### src/rtl/servo_pwm_drive_if.sv
// Step-enable inputs and PWM/position/limit outputs of servo_pwm_drive.
// master: tracker side driving steps; slave: the PWM drive itself.
interface servo_pwm_drive_if #(
  parameter int CNT_W = 21
);
  logic             SERVO_L;
  logic             SERVO_R;
  logic             SERVO_U;
  logic             SERVO_D;
  logic             PWM_H;
  logic             PWM_V;
  logic [CNT_W-1:0] POS_H;
  logic [CNT_W-1:0] POS_V;
  logic             LIM_L;
  logic             LIM_R;
  logic             LIM_U;
  logic             LIM_D;
  logic             FRAME_TICK;

  modport master (
    output SERVO_L, SERVO_R, SERVO_U, SERVO_D,
    input  PWM_H, PWM_V, POS_H, POS_V,
    input  LIM_L, LIM_R, LIM_U, LIM_D,
    input  FRAME_TICK
  );

  modport slave (
    input  SERVO_L, SERVO_R, SERVO_U, SERVO_D,
    output PWM_H, PWM_V, POS_H, POS_V,
    output LIM_L, LIM_R, LIM_U, LIM_D,
    output FRAME_TICK
  );
endinterface

### src/rtl/servo_pwm_drive.sv
// Two-axis hobby-servo PWM drive with saturating step positions.
// Ports: CLK, RST_N (async low), bus (slave): SERVO_* in; PWM/POS/LIM/TICK out.
module servo_pwm_drive #(
  parameter int PERIOD_CYC = 2000000,
  parameter int MIN_CYC    = 100000,
  parameter int MAX_CYC    = 200000,
  parameter int CENTER_CYC = 150000,
  parameter int STEP_CYC   = 1000,
  parameter int CNT_W      = 21
) (
  input  logic         CLK,
  input  logic         RST_N,
  servo_pwm_drive_if.slave bus
);

  localparam int W1 = CNT_W + 1;

  localparam logic [CNT_W-1:0] PER_M1 =
    CNT_W'(PERIOD_CYC - 1);
  localparam logic [CNT_W-1:0] CENTER =
    CNT_W'(CENTER_CYC);
  localparam logic [CNT_W-1:0] MIN_P =
    CNT_W'(MIN_CYC);
  localparam logic [CNT_W-1:0] MAX_P =
    CNT_W'(MAX_CYC);

  localparam logic [W1-1:0] MAX_W  = W1'(MAX_CYC);
  localparam logic [W1-1:0] STEP_W = W1'(STEP_CYC);
  // Below MIN+STEP a decrement would undershoot.
  localparam logic [W1-1:0] LO_TH  =
    W1'(MIN_CYC + STEP_CYC);

  logic             run_q;
  logic [CNT_W-1:0] cnt_q, cnt_d;
  logic [CNT_W-1:0] pos_h_q, pos_h_d;
  logic [CNT_W-1:0] pos_v_q, pos_v_d;
  logic [CNT_W-1:0] shd_h_q, shd_h_d;
  logic [CNT_W-1:0] shd_v_q, shd_v_d;
  logic             pwm_h_q, pwm_h_d;
  logic             pwm_v_q, pwm_v_d;
  logic             tick;

  function automatic logic [CNT_W-1:0] step_up(
    input logic [CNT_W-1:0] p
  );
    logic [W1-1:0] s;
    s = {1'b0, p} + STEP_W;
    step_up = (s > MAX_W) ? MAX_P : s[CNT_W-1:0];
  endfunction

  function automatic logic [CNT_W-1:0] step_dn(
    input logic [CNT_W-1:0] p
  );
    logic [W1-1:0] s;
    s = {1'b0, p} - STEP_W;
    if ({1'b0, p} < LO_TH) step_dn = MIN_P;
    else                   step_dn = s[CNT_W-1:0];
  endfunction

  // run_q keeps the counter parked at 0 until the
  // first edge after reset, which becomes frame cycle 0.
  assign tick = run_q && (cnt_q == PER_M1);

  always_comb begin
    cnt_d = '0;
    if (run_q && !tick) cnt_d = cnt_q + CNT_W'(1);

    pos_h_d = pos_h_q;
    pos_v_d = pos_v_q;
    if (tick) begin
      unique case ({bus.SERVO_L, bus.SERVO_R})
        2'b10:   pos_h_d = step_dn(pos_h_q);
        2'b01:   pos_h_d = step_up(pos_h_q);
        default: pos_h_d = pos_h_q;
      endcase
      unique case ({bus.SERVO_U, bus.SERVO_D})
        2'b10:   pos_v_d = step_up(pos_v_q);
        2'b01:   pos_v_d = step_dn(pos_v_q);
        default: pos_v_d = pos_v_q;
      endcase
    end

    // Widths only change at the frame boundary.
    shd_h_d = tick ? pos_h_d : shd_h_q;
    shd_v_d = tick ? pos_v_d : shd_v_q;

    // Registered PWM aligned to the counter value
    // it is loaded alongside.
    pwm_h_d = (cnt_d < shd_h_d);
    pwm_v_d = (cnt_d < shd_v_d);
  end

  always_ff @(posedge CLK or negedge RST_N) begin
    if (!RST_N) begin
      run_q   <= 1'b0;
      cnt_q   <= '0;
      pos_h_q <= CENTER;
      pos_v_q <= CENTER;
      shd_h_q <= CENTER;
      shd_v_q <= CENTER;
      pwm_h_q <= 1'b0;
      pwm_v_q <= 1'b0;
    end else begin
      run_q   <= 1'b1;
      cnt_q   <= cnt_d;
      pos_h_q <= pos_h_d;
      pos_v_q <= pos_v_d;
      shd_h_q <= shd_h_d;
      shd_v_q <= shd_v_d;
      pwm_h_q <= pwm_h_d;
      pwm_v_q <= pwm_v_d;
    end
  end

  assign bus.PWM_H      = pwm_h_q;
  assign bus.PWM_V      = pwm_v_q;
  assign bus.POS_H      = pos_h_q;
  assign bus.POS_V      = pos_v_q;
  assign bus.LIM_L      = (pos_h_q == MIN_P);
  assign bus.LIM_R      = (pos_h_q == MAX_P);
  assign bus.LIM_D      = (pos_v_q == MIN_P);
  assign bus.LIM_U      = (pos_v_q == MAX_P);
  assign bus.FRAME_TICK = tick;

endmodule

### src/flat_wrapper.sv
// flat-port wrapper written by rule: the top's interface ports become plain ports
module servo_pwm_drive_flat 
#(
  parameter int PERIOD_CYC = 2000000,
  parameter int MIN_CYC    = 100000,
  parameter int MAX_CYC    = 200000,
  parameter int CENTER_CYC = 150000,
  parameter int STEP_CYC   = 1000,
  parameter int CNT_W      = 21
)
  (CLK, RST_N, bus_SERVO_L, bus_SERVO_R, bus_SERVO_U, bus_SERVO_D, bus_PWM_H, bus_PWM_V, bus_POS_H, bus_POS_V, bus_LIM_L, bus_LIM_R, bus_LIM_U, bus_LIM_D, bus_FRAME_TICK);
  servo_pwm_drive_if #(.CNT_W(CNT_W)) bus_i ();
  input  logic CLK;
  input  logic RST_N;
  input wire logic [$bits(bus_i.SERVO_L)-1:0] bus_SERVO_L;
  input wire logic [$bits(bus_i.SERVO_R)-1:0] bus_SERVO_R;
  input wire logic [$bits(bus_i.SERVO_U)-1:0] bus_SERVO_U;
  input wire logic [$bits(bus_i.SERVO_D)-1:0] bus_SERVO_D;
  output wire logic [$bits(bus_i.PWM_H)-1:0] bus_PWM_H;
  output wire logic [$bits(bus_i.PWM_V)-1:0] bus_PWM_V;
  output wire logic [$bits(bus_i.POS_H)-1:0] bus_POS_H;
  output wire logic [$bits(bus_i.POS_V)-1:0] bus_POS_V;
  output wire logic [$bits(bus_i.LIM_L)-1:0] bus_LIM_L;
  output wire logic [$bits(bus_i.LIM_R)-1:0] bus_LIM_R;
  output wire logic [$bits(bus_i.LIM_U)-1:0] bus_LIM_U;
  output wire logic [$bits(bus_i.LIM_D)-1:0] bus_LIM_D;
  output wire logic [$bits(bus_i.FRAME_TICK)-1:0] bus_FRAME_TICK;
  assign bus_i.SERVO_L = bus_SERVO_L;
  assign bus_i.SERVO_R = bus_SERVO_R;
  assign bus_i.SERVO_U = bus_SERVO_U;
  assign bus_i.SERVO_D = bus_SERVO_D;
  assign bus_PWM_H = bus_i.PWM_H;
  assign bus_PWM_V = bus_i.PWM_V;
  assign bus_POS_H = bus_i.POS_H;
  assign bus_POS_V = bus_i.POS_V;
  assign bus_LIM_L = bus_i.LIM_L;
  assign bus_LIM_R = bus_i.LIM_R;
  assign bus_LIM_U = bus_i.LIM_U;
  assign bus_LIM_D = bus_i.LIM_D;
  assign bus_FRAME_TICK = bus_i.FRAME_TICK;
  servo_pwm_drive #(.PERIOD_CYC(PERIOD_CYC), .MIN_CYC(MIN_CYC), .MAX_CYC(MAX_CYC), .CENTER_CYC(CENTER_CYC), .STEP_CYC(STEP_CYC), .CNT_W(CNT_W)) u_core (.CLK(CLK), .RST_N(RST_N), .bus(bus_i));
endmodule
### config.mk
export PLATFORM = sky130hd
export DESIGN_NAME = servo_pwm_drive_flat
export DESIGN_NICKNAME = d
export VERILOG_FILES = /design/src/rtl/servo_pwm_drive_if.sv /design/src/rtl/servo_pwm_drive.sv /design/src/flat_wrapper.sv
export SDC_FILE = /design/constraint.sdc
export NUM_CORES = 1
export LEC_CHECK = 0
export CORE_MARGIN = 3
export CORE_UTILIZATION = 65
export DETAILED_ROUTE_END_ITERATION = 8
export PLACE_DENSITY = 0.83
export SYNTH_ARGS = -nofsm -noshare
export SYNTH_HDL_FRONTEND = slang
export SYNTH_SLANG_ARGS = --single-unit
### constraint.sdc
create_clock -name CLK -period 7.2 [get_ports CLK]
set_clock_uncertainty 0.15 [all_clocks]
set_input_delay 0.72 -clock CLK [delete_from_list [all_inputs] [get_ports CLK]]
set_output_delay 0.72 -clock CLK [all_outputs]
set_load 0.1 [all_outputs]
==> run_1/m1.png <==
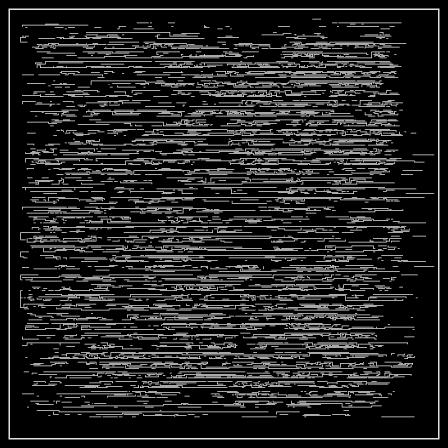
share of all routed wire	42%
nets with wire on the layer	1000
longest straight run	58.6 um

==> run_1/m2.png <==
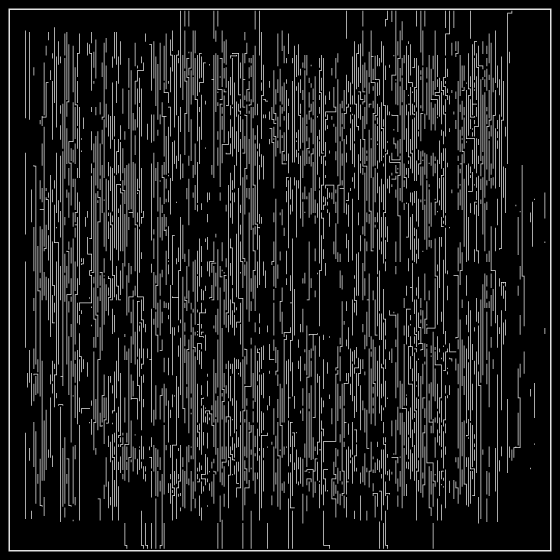
longest straight run	52.0 um
main direction	vertical
nets with wire on the layer	896
number of vias after detailed routing: 8350
total length of routed wires: 25.72 mm

==> run summary, run 1 <==
Notes on the physical implementation.

- The run finished with clean final reports.
- The number of cell instances on the worst register-to-register path is 18, for reference.
- The element type at the critical path start is a flop, for reference.
- The fraction of synthesized cell area taken by the top area cell type is about 22%, for reference.
- Per the slew report, the remaining headroom to the max-slew limit stands at 32.47%.
- The first-pass iteration count of the detailed router is 6, for reference.
- Global routing used slightly above 50% of the available met2 tracks.
- The number of DRC markers after the initial detailed-route iteration is ~1300, for reference.
- The number of antenna violations at the first check in global routing is 0, for reference.
- Per the STA report, the cell with the highest stage delay on the worst path is dfrtp_1.
- The required time at the endpoint of the critical path is 7.30 ns, for reference.
- The final antenna diode tally reported by the flow is 0.
- The average size of a mapped cell is about 8.5 um2, for reference.
- The library cells used most frequently in the layout, excluding fill and tap cells, are nand2_1 (87), nor2_1 (82), dfrtp_1 (76), a21oi_1 (66), o21ai_0 (61).
- At the end of routability-driven placement, the weighted congestion stood at approximately 1.
- The multi-input gate share of the layout cell area is around 57%, for reference.
- The power share of the sequential group is between 40% and 50%, for reference.
- The synthesized-area fraction occupied by adder cells is under 10%, for reference.
- The synthesis report lists the most area-consuming cells as dfrtp_1 (22%), dfstp_2 (9.9%), ha_1 (7.4%).
- Looking at the group totals, the largest power group turns out to be sequential cells.
- In this design, the largest share of critical-path delay is due to AND-OR/OR-AND gates.
- Per the post-CTS timing run, clock transition at the registers of the reported paths is ~0.08 ns.
- The terminus of the critical flop-to-flop path is u_core.bus.PWM_V$_DFF_PN0_, for reference.
- In the synthesis report, Yosys lists the chip area as approximately 8500 um2.
- The clock sink count is ~110, for reference.
- The final timing report lists a max-slew violation count of 0.
- The reported leakage power is about 4.0 nW, for reference.
- The largest area contributor in the netlist is dfrtp_1, for reference.
- The CTS tree is built, for reference.
- Per the layout report, the design carries 38 non-clock inverters.
- In this run the worst setup path begins at u_core.bus.POS_V[3]$_DFF_PN0_.
- The synthesized design contains around 110 register bits.
- Per the GRT log, the top usage layer is met1.
- between 700 and 800 cells are multi-input combinational gates.
- At the end of the flow, the number of nets in the layout was around 1100.
- Summing the areas of all xor and xnor instances in the mapped netlist gives 3.419% of the synthesized area.
- The wire-length estimate of the detail-placed layout is 18.76 mm.
- The flop share of the area is slightly below 30%, for reference.
- The layout report lists the clock-cell share of area as around 3.5%.
- Among all flip-flop cells after synthesis, the most frequent one is dfrtp_1.
- The largest net degree at the start of global routing is 80, for reference.
- The share of cells above drive strength 1 is between 10% and 20%, for reference.
==> run_1/m3.png <==
Scale bar: 20 um. Cells faint in the background.
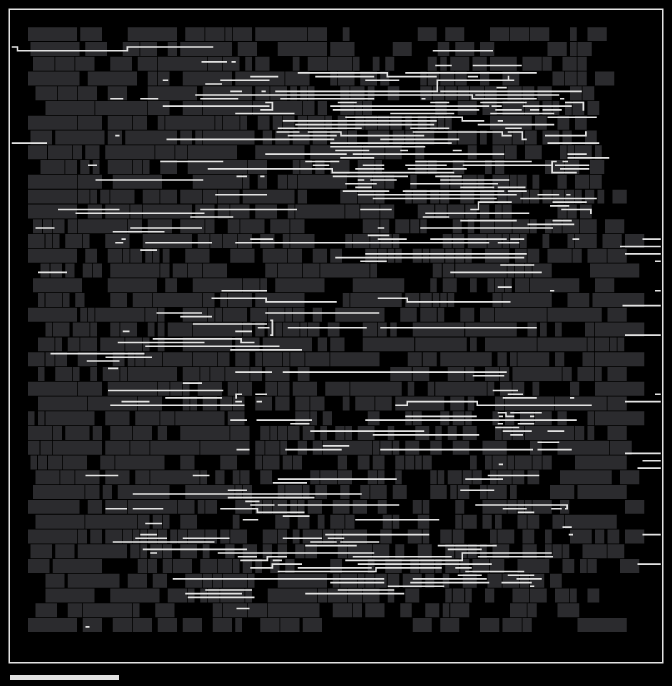
longest straight run	50.8 um
wire length on this layer	2970 um
share of all routed wire	12%
nets with wire on the layer	210
main direction	horizontal

## run 1: per-stage QoR
stage | power (mW) | std cells | utilization (%) | hold WS, ns | area, um2
floorplan | 0.7768 | 999 | - | 0.2744 | 8453
global placement | 0.8300 | 1170 | 70.93 | 0.3010 | 8987
detailed placement | 0.8316 | 1170 | 70.93 | 0.3164 | 8987
CTS | 1.367 | 1186 | 73.48 | 0.1394 | 9310
global route | 1.410 | 1186 | 73.48 | 0.1499 | 9310
finish | 1.366 | 1186 | 73.48 | 0.1316 | 9310
## run 1: flip-flops by register name (all words and copies together), names as in the netlist
name / count
u_core.shd_h_q: 21
u_core.bus.POS_V: 21
u_core.shd_v_q: 21
u_core.run_q: 1
u_core.bus.POS_H: 21
u_core.bus.PWM_V: 1
u_core.cnt_q: 21
u_core.bus.PWM_H: 1
==> run_1/congestion_map.png <==
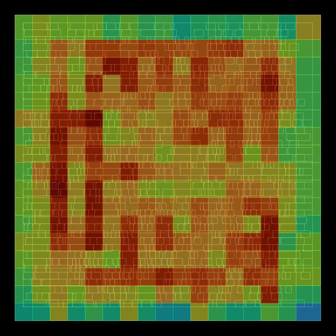

==> run 2, diff against run 1 <==
--- a/config.mk
+++ b/config.mk
@@ -6,9 +6,9 @@
 export NUM_CORES = 1
 export LEC_CHECK = 0
 export CORE_MARGIN = 3
-export CORE_UTILIZATION = 65
+export CORE_UTILIZATION = 55
 export DETAILED_ROUTE_END_ITERATION = 8
-export PLACE_DENSITY = 0.83
+export PLACE_DENSITY = 0.75
 export SYNTH_ARGS = -nofsm -noshare
 export SYNTH_HDL_FRONTEND = slang
 export SYNTH_SLANG_ARGS = --single-unit
==> constraint.sdc (replaced) <==
create_clock -name CLK -period 4.5 [get_ports CLK]
set_clock_uncertainty 0.15 [all_clocks]
set_input_delay 0.45 -clock CLK [delete_from_list [all_inputs] [get_ports CLK]]
set_output_delay 0.45 -clock CLK [all_outputs]
set_load 0.1 [all_outputs]
==> run_2/congestion_map.png <==
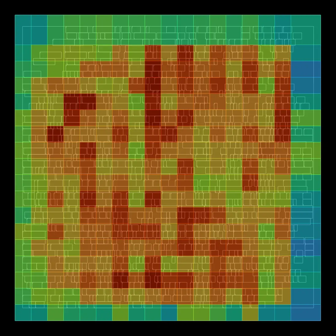
total routing resource utilization after global routing: 33.37%
post-route core utilization: 71.82%
gr busiest metal: met1
routed len/inst: 21.16 um
met3 layer usage reported by global route: 6.058%

==> run 2 against run 1 <==
Register-to-register slack worse by 1.7 ns. Global-route usage down 2.6 points. Largest power group unchanged. Sequential power up 58%. Critical endpoint is now u_core.bus.PWM_H$_DFF_PN0_. Sequential cell count stayed put. Sequential share of layout area shrank 3.2 points. Final cell count is 12% higher. Final area is 14% higher. Synthesized cell count stayed put. Die area increased by 17%. Count of clock-buffer cells in the layout did not move. Via count is 3.7% higher.
==> run summary, run 2 <==
Notes on the physical implementation.

- The cell area after placement is 10030 um2 (+12%), for reference.
- The commonest register cell after synthesis is dfrtp_1, for reference.
- The detailed placer's ending HPWL is 21.34 mm (+14%).
- The post-cts gate resize count is 6, for reference.
- The largest net degree at the start of global routing is 49 (-39%), for reference.
- Post-route period utilization is reported as between 90% and 100%.
- The type of the worst min-delay path is flop to flop, for reference.
- The slowest stage of the critical path is the dfstp_4 cell.
- The number of DRC markers after the initial detailed-route iteration came to 1026 (-18%).
- The number of antenna violations at the first check in global routing is 0 (unchanged).
- The reported leakage power was 4.674 nW (+16%).
- The fraction of synthesized cell area taken by the top area cell type was 22.50% (unchanged).
- The XOR/XNOR share of the synthesized area is 3.419% (unchanged), for reference.
- The family with the most delay on the worst path is AND-OR/OR-AND gates, for reference.
- The terminus of the critical flop-to-flop path is u_core.bus.PWM_H$_DFF_PN0_, for reference.
- The multi-input gate share of the layout cell area is 52.72% (-4.2 points).
- The average size of a mapped cell is 8.462 um2 (unchanged), for reference.
- By area the synthesized netlist is led by dfrtp_1 (22%), dfstp_2 (9.9%), ha_1 (7.4%).
- The total count of max-transition violations in the final report is 0 (unchanged), for reference.
- The flop share of the area is 26.30% (-3.2 points), for reference.
- The number of non-filler instances in the completed layout is 1324 (+12%), for reference.
- The global placer's final weighted congestion was 1.001 (-2.3%).
- STA classifies the critical path startpoint as a flop.
- The routed via count was 8656 (+3.7%).
- Endpoints with negative setup slack in the final report add up to 0.
- The required time at the endpoint of the critical path is 4.60 ns (-2.70 ns).
- The clock-cell share of area is 2.670% (-0.80 points), for reference.
- The top cell types in the final layout, fill and taps aside, are buf_4 (128), nand2_1 (86), nor2_1 (80), dfrtp_1 (64), a21oi_1 (58).
- The number of placed cells counting well taps is 1299 (+11%), for reference.
- The final-layout worst hold slack is 0.3289 ns (+0.1973 ns), for reference.
- The number of cell instances on the worst register-to-register path came to 16 (-2).
- The CTS tree is built, for reference.
- The largest area contributor in the netlist is dfrtp_1, for reference.
- The post-synthesis sequential element count came to 108 (unchanged).
- The run finished with clean final reports.
- The share of cells above drive strength 1 is 25.53% (+15 points), for reference.
- The final routed wirelength across all metal layers is 28.01 mm (+8.9%), for reference.
- The launch point of the critical path was reported as u_core.bus.POS_H[4]$_DFF_PN1_.
- The count of multi-input combinational gates was 792 (unchanged).
- The total non-filler cell area in the finished layout is 10640 um2 (+14%), for reference.
- The first-pass iteration count of the detailed router came to 5 (-1).
- The synthesis log from Yosys contains 0 warnings.
- The combinational gate area is 5608 um2, for reference.
- The count of nets after finishing is 1191 (+12%), for reference.
- The global routing met2 resource utilization is 48.35% (-2.8 points).
- The clock sink count came to 108 (unchanged).
- The synthesized-area fraction occupied by adder cells is 7.401% (unchanged), for reference.
- The relative max-transition margin is 33.74% (+1.3 points), for reference.
- The chip area line of the yosys report is 8453 um2 (unchanged), for reference.
- The inverter tally of the final layout excluding the clock network is 38 (unchanged), for reference.
-- run 2: netlist changes by cell type in the layout (fill, tap and decap cells not counted), sizes merged --
cell / change
buf: +126
clkinv: +2
bufinv: -1
clkdlybuf4s50: -1
dlygate4sd3: +1
inv: -1
-- run 2: logic make-up (layout without fill, tap and decap cells) --
group,count (synthesis),in the layout
XOR/XNOR,33,33
flip-flops,108,108
AND/OR/NAND/NOR,349,349
AND-OR/OR-AND,327,327
buffers and inverters,99,240
multiplexers,32,32
other,1,1
adder cells (fa/ha/maj),50,50
-- run 2: where the power goes --
part | total [mW] | switching (mW) | internal (mW) | leakage (nW)
sequential | 1.01 | 0.0240 | 0.989 | 1.29
combinational | 0.375 | 0.248 | 0.127 | 3.24
clock | 0.777 | 0.391 | 0.386 | 0.144
total | 2.16 | 0.663 | 1.50 | 4.67
==> run_2/m2.png <==
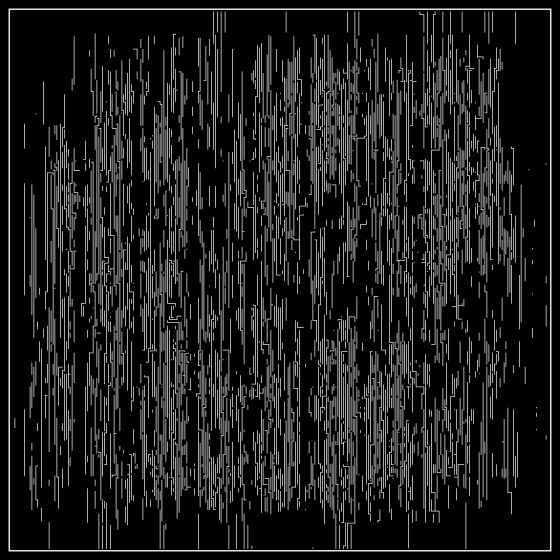

==> run 3, diff against run 2 <==
--- a/config.mk
+++ b/config.mk
@@ -5,10 +5,10 @@
 export SDC_FILE = /design/constraint.sdc
 export NUM_CORES = 1
 export LEC_CHECK = 0
-export CORE_MARGIN = 3
-export CORE_UTILIZATION = 55
+export CORE_MARGIN = 2
+export CORE_UTILIZATION = 50
 export DETAILED_ROUTE_END_ITERATION = 8
-export PLACE_DENSITY = 0.75
+export PLACE_DENSITY_LB_ADDON = 0.15
 export SYNTH_ARGS = -nofsm -noshare
 export SYNTH_HDL_FRONTEND = slang
 export SYNTH_SLANG_ARGS = --single-unit
==> run_3/m2.png <==
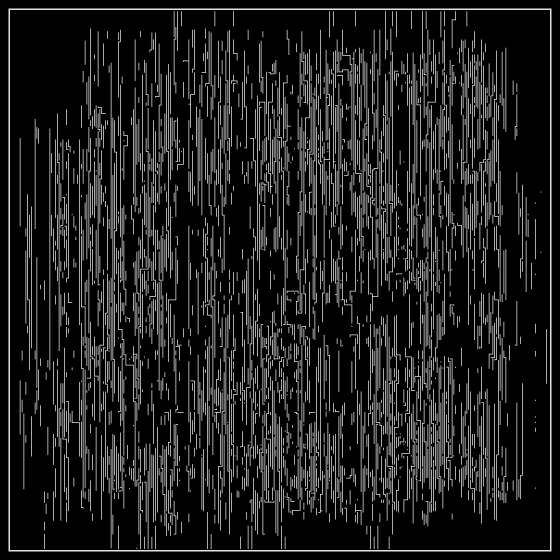
nets with wire on the layer	1047
share of all routed wire	44%
longest straight run	59.8 um
wire length on this layer	12900 um
main direction	vertical

==> run 3 against run 2 <==
Non-clock buffer count is 4 higher. Clock power is 13% higher. Synthesized cell count stayed put. Highest routed layer unchanged. Maximum frequency is 1.2% lower. Via count is 1.3% higher.
==> run summary, run 3 <==
Notes on the physical implementation.

- The run finished with clean final reports.
- The reported leakage power is 4.739 nW (+1.4%).
- The share of cells above drive strength 1 was 27.45% (+1.9 points).
- The capture point of the worst register-to-register path is recorded as u_core.bus.PWM_V$_DFF_PN0_.
- The total clock network power is 0.877 mW (+13%), for reference.
- The clock sink count was 108 (unchanged).
- The switching share of power came to 31.00% (+0.38 points).
- The largest area contributor in the netlist is dfrtp_1, for reference.
- The final setup violation count is 0 (unchanged), for reference.
- The number of antenna violations at the first check in global routing is 0 (unchanged), for reference.
- The number of warnings reported in the yosys synthesis log was 0 (unchanged).
- The cell area after placement was 10010 um2 (-0.17%).
- The fraction of synthesized cell area taken by the top area cell type is 22.50% (unchanged), for reference.
- The global placer's final weighted congestion is 1.006 (+0.55%), for reference.
- The first-pass iteration count of the detailed router is 5 (unchanged).
- After synthesis, the cell types taking the most area are dfrtp_1 (22%), dfstp_2 (9.9%), ha_1 (7.4%).
- The family with the most delay on the worst path is AND-OR/OR-AND gates, for reference.
- The fraction of met3 tracks used by global routing is 5.556% (-0.50 points), for reference.
- The post-synthesis sequential element count was 108 (unchanged).
- The number of non-filler instances in the completed layout came to 1364 (+3.0%).
## run 3: area by class of cell
type	instances	area, um2
fillers	1424	5736
repair buffers	190	1584
well taps	220	275.3
flip-flops and latches	108	2798
clock buffers	9	225.2
multi-input cells	792	5720
inverters	38	142.6
clock inverters	7	102.6
## run 3: what timing repair did
action / 4_1_cts / 5_1_grt
hold endpoints to repair: 33 / 0
pin swaps: 0 / 41
setup buffers: 0 / 18
resized: 2 / 81
endpoints found under the setup margin: 1 / 2
hold buffers: 1 / 0
## run 3: cell families (layout without fill, tap and decap cells)
kind of cell,after synthesis,in the layout
flops,108,108
fa+ha+maj,50,50
xor+xnor,33,33
other cells,1,1
mux,32,32
buf+inv,99,244
compound gates,327,327
simple gates,349,349
Power is estimated from default activity; no workload was simulated.
